[src/rtl/ysyx_22040237_ifu_pkg.sv]
// Shared constants for the instruction fetch unit: FSM encoding, fault causes, widths.
package ysyx_22040237_ifu_pkg;

  localparam int unsigned INST_W           = 32;
  localparam logic [31:0] RESET_PC_DEFAULT = 32'h8000_0000;

  typedef logic [1:0] state_t;

  localparam state_t S_REQ  = 2'd0;
  localparam state_t S_WAIT = 2'd1;
  localparam state_t S_HOLD = 2'd2;
  localparam state_t S_IDLE = 2'd3;

  localparam logic [1:0] CAUSE_NONE     = 2'b00;
  localparam logic [1:0] CAUSE_BUS      = 2'b01;
  localparam logic [1:0] CAUSE_MISALIGN = 2'b10;
  localparam logic [1:0] CAUSE_TIMEOUT  = 2'b11;

  function automatic logic is_misaligned(input logic [31:0] addr);
    return addr[1:0] != 2'b00;
  endfunction

endpackage

[src/rtl/ysyx_22040237_ifu_wdt.sv]
// 8-bit clearable watchdog; o_tc flags that the count has reached TIMEOUT.
module ysyx_22040237_ifu_wdt #(
  parameter int unsigned TIMEOUT = 255
) (
  input  logic clk,
  input  logic rst,
  input  logic i_clr,
  input  logic i_en,
  output logic o_tc
);

  logic [7:0] r_cnt;

  always_ff @(posedge clk or posedge rst) begin
    if (rst) begin
      r_cnt <= '0;
    end else if (i_clr) begin
      r_cnt <= '0;
    end else if (i_en && (r_cnt != 8'(TIMEOUT))) begin
      r_cnt <= r_cnt + 8'd1;
    end
  end

  assign o_tc = (r_cnt == 8'(TIMEOUT));

endmodule

[src/rtl/ysyx_22040237_ifu.sv]
// Instruction fetch unit: holds the PC, fetches one instruction at a time from memory and
// presents it to decode; bus errors, misaligned jump targets and timeouts stop fetching.
module ysyx_22040237_ifu
  import ysyx_22040237_ifu_pkg::*;
#(
  parameter logic [31:0] RESET_PC = RESET_PC_DEFAULT,
  parameter int unsigned TIMEOUT  = 255,
  parameter int unsigned CNT_W    = 64
) (
  input  logic              clk,
  input  logic              rst,
  output logic              o_mem_req_valid,
  output logic [31:0]       o_mem_req_addr,
  input  logic              i_mem_req_ready,
  input  logic              i_mem_resp_valid,
  input  logic [INST_W-1:0] i_mem_resp_data,
  input  logic              i_mem_resp_err,
  output logic [31:0]       o_ifu_pc,
  output logic [INST_W-1:0] o_ifu_inst,
  output logic              o_inst_valid,
  input  logic              i_inst_ready,
  input  logic              i_redirect_valid,
  input  logic [31:0]       i_redirect_pc,
  input  logic              i_halt,
  output logic              o_fetch_fault,
  output logic [1:0]        o_fault_cause,
  output logic [CNT_W-1:0]  o_inst_cnt
);

  state_t            r_state, w_state_nxt;
  logic [31:0]       r_pc, w_pc_nxt;
  logic [31:0]       r_ifu_pc;
  logic [INST_W-1:0] r_ifu_inst;
  logic              r_fault, w_fault_nxt;
  logic [1:0]        r_cause, w_cause_nxt;
  logic [CNT_W-1:0]  r_inst_cnt;
  logic              w_tc, w_resp_ok, w_consume;
  logic [31:0]       w_jump_pc;

  ysyx_22040237_ifu_wdt #(
    .TIMEOUT (TIMEOUT)
  ) u_wdt (
    .clk   (clk),
    .rst   (rst),
    .i_clr (r_state != S_WAIT),
    .i_en  (r_state == S_WAIT),
    .o_tc  (w_tc)
  );

  assign w_resp_ok = (r_state == S_WAIT) && i_mem_resp_valid && !i_mem_resp_err;
  assign w_consume = (r_state == S_HOLD) && i_inst_ready;
  assign w_jump_pc = i_redirect_valid ? i_redirect_pc : r_pc + 32'd4;

  always_comb begin
    w_state_nxt = r_state;
    w_pc_nxt    = r_pc;
    w_fault_nxt = r_fault;
    w_cause_nxt = r_cause;
    case (r_state)
      S_REQ: begin
        if (i_mem_req_ready) w_state_nxt = S_WAIT;
      end
      S_WAIT: begin
        // A response arriving on the terminal-count cycle still wins over the timeout.
        if (i_mem_resp_valid) begin
          if (i_mem_resp_err) begin
            w_state_nxt = S_IDLE;
            w_fault_nxt = 1'b1;
            w_cause_nxt = CAUSE_BUS;
          end else begin
            w_state_nxt = S_HOLD;
          end
        end else if (w_tc) begin
          w_state_nxt = S_IDLE;
          w_fault_nxt = 1'b1;
          w_cause_nxt = CAUSE_TIMEOUT;
        end
      end
      S_HOLD: begin
        if (i_inst_ready) begin
          if (i_halt) begin
            w_state_nxt = S_IDLE;
            w_pc_nxt    = w_jump_pc;
          end else if (i_redirect_valid && is_misaligned(i_redirect_pc)) begin
            w_state_nxt = S_IDLE;
            w_fault_nxt = 1'b1;
            w_cause_nxt = CAUSE_MISALIGN;
          end else begin
            w_state_nxt = S_REQ;
            w_pc_nxt    = w_jump_pc;
          end
        end
      end
      default: ;
    endcase
  end

  always_ff @(posedge clk or posedge rst) begin
    if (rst) begin
      r_state    <= S_REQ;
      r_pc       <= RESET_PC;
      r_ifu_pc   <= '0;
      r_ifu_inst <= '0;
      r_fault    <= 1'b0;
      r_cause    <= CAUSE_NONE;
      r_inst_cnt <= '0;
    end else begin
      r_state <= w_state_nxt;
      r_pc    <= w_pc_nxt;
      r_fault <= w_fault_nxt;
      r_cause <= w_cause_nxt;
      if (w_resp_ok) begin
        r_ifu_pc   <= r_pc;
        r_ifu_inst <= i_mem_resp_data;
      end
      if (w_consume) r_inst_cnt <= r_inst_cnt + {{(CNT_W-1){1'b0}}, 1'b1};
    end
  end

  // Request is held low for the whole reset pulse even though the reset state is S_REQ.
  assign o_mem_req_valid = (r_state == S_REQ) && !rst;
  assign o_mem_req_addr  = r_pc;
  assign o_inst_valid    = (r_state == S_HOLD);
  assign o_ifu_pc        = r_ifu_pc;
  assign o_ifu_inst      = r_ifu_inst;
  assign o_fetch_fault   = r_fault;
  assign o_fault_cause   = r_cause;
  assign o_inst_cnt      = r_inst_cnt;

endmodule

[config.mk]
export PLATFORM = sky130hd
export DESIGN_NAME = ysyx_22040237_ifu
export DESIGN_NICKNAME = d
export VERILOG_FILES = /design/src/rtl/ysyx_22040237_ifu_pkg.sv /design/src/rtl/ysyx_22040237_ifu_wdt.sv /design/src/rtl/ysyx_22040237_ifu.sv
export SDC_FILE = /design/constraint.sdc
export NUM_CORES = 1
export LEC_CHECK = 0
export CAP_MARGIN = 20
export CORE_ASPECT_RATIO = 0.8
export CORE_MARGIN = 10
export CORE_UTILIZATION = 50
export CTS_CLUSTER_DIAMETER = 30
export DETAILED_ROUTE_END_ITERATION = 16
export GPL_ROUTABILITY_DRIVEN = 0
export PLACE_DENSITY = 0.81
export SYNTH_ARGS = -nofsm -noshare
export SYNTH_HDL_FRONTEND = slang
export SYNTH_SLANG_ARGS = --single-unit
export TNS_END_PERCENT = 100
[constraint.sdc]
create_clock -name clk -period 16.6 [get_ports clk]
set_input_delay 3.32 -clock clk [delete_from_list [all_inputs] [get_ports clk]]
set_output_delay 3.32 -clock clk [all_outputs]
set_load 0.02 [all_outputs]
### Cells by drive strength

(2 px per um)
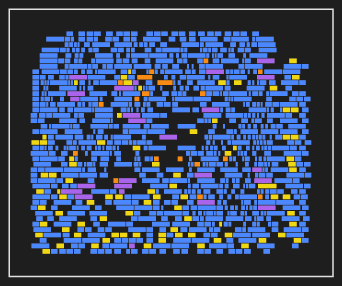
Key: orange = drive 3 to 4 [cells 18, most used buf_4]; purple = drive 6 and up [cells 24, most used clkbuf_16]; blue = drive 1 or less [cells 831, most used clkdlybuf4s50_1]; yellow = drive 2 [cells 82, most used mux2_2]

### Routing congestion map

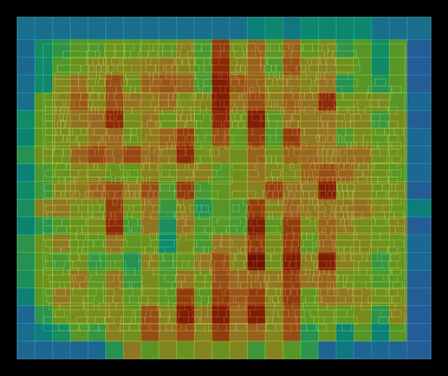
GR peak layer: met2
total global-route track usage: 0.2102
Util after Layout: 0.7099
M2 GR Usage: 0.3330

==> qor.csv <==
metric;value;unit
postSynthSeqShare;0.5436;
hold-path-endpoint;o_inst_cnt[63]$_DFFE_PP0P_;
post-route-period-util;0.4740;
ys_types;54;
synth.most_common_cell;dfrtp_1;
layout.cells.non_filler;1170;
coreArea;15700;sq um
n_clock_buffer;20;
tightest_slew;858.3;ps
cts-resized-gates;0;
finalPower;0.001596;W
crit_path_max_incr_delay;610;ps
crit_chain;clkdlybuf4s50_1, nor2b_1, clkdlybuf4s50_1;
intPower;0.001041;W
synthTopLogicFamily;simple AND/OR/NAND/NOR gates;
regToRegEndpoint;o_inst_cnt[37]$_DFFE_PP0P_;
common_cells;dfrtp_1 (172), mux2_2 (67), nand4_1 (47);
htree_levels;4;
portBuffers;236;
postCtsHoldBufs;0;
seqPwrFrac;0.389;
seqCellArea;4330;sq um
top_layer;met4;
logic_gate_count;489;
use_met1;0.2724;
dominant-cell-class;registers;
fmax;127.1;MHz
ys_sh_aoi;0.07068;
maxCapViolCount;0;
n_all_inverters;16;
finalInstanceArea;11140;sq um
min_from;o_inst_cnt[63]$_DFFE_PP0P_;
viasPerCell;5.536;
antenna_found_initial;0;
die_y;132.9;um
fp_util;0.5075;
worstReg2RegStart;r_state[0]$_DFFE_PP0P_;
outcome;finished clean;
finalHoldViolations;0;
### Signal wires on met1

(3 px per um)
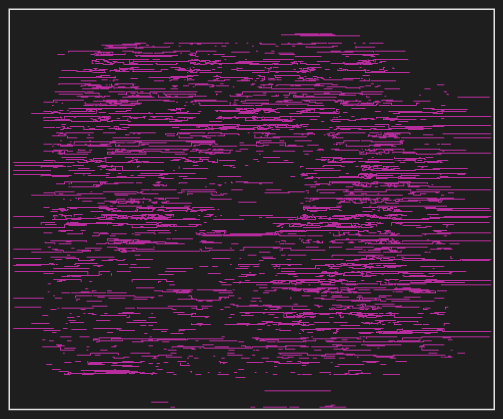
901 nets have wire on it. The longest straight run is 40.0 um.

sequential cells by signal, indices dropped and copies added, names as in the netlist:
signal,flops
o_mem_req_addr,32
o_inst_cnt,64
o_fetch_fault,1
o_ifu_pc,32
o_fault_cause,2
r_state,2
u_wdt.r_cnt,8
o_ifu_inst,32
cell usage in the layout, fill, tap and decap left out, types with 24 or more instances in the layout:
cell type and n:
xnor2_1 43, nand2_1 37, nand3_1 38, clkdlybuf4s50_1 235, nor2_1 44, o21ai_0 28, a21oi_1 27, mux2_2 67
xor2_1 24, dfrtp_1 172, nand4_1 47
worst max-delay path, delay by kind of cell:
kind | cells | cell delay (ps)
simple gates | 1 | 130
buf+inv | 2 | 1100
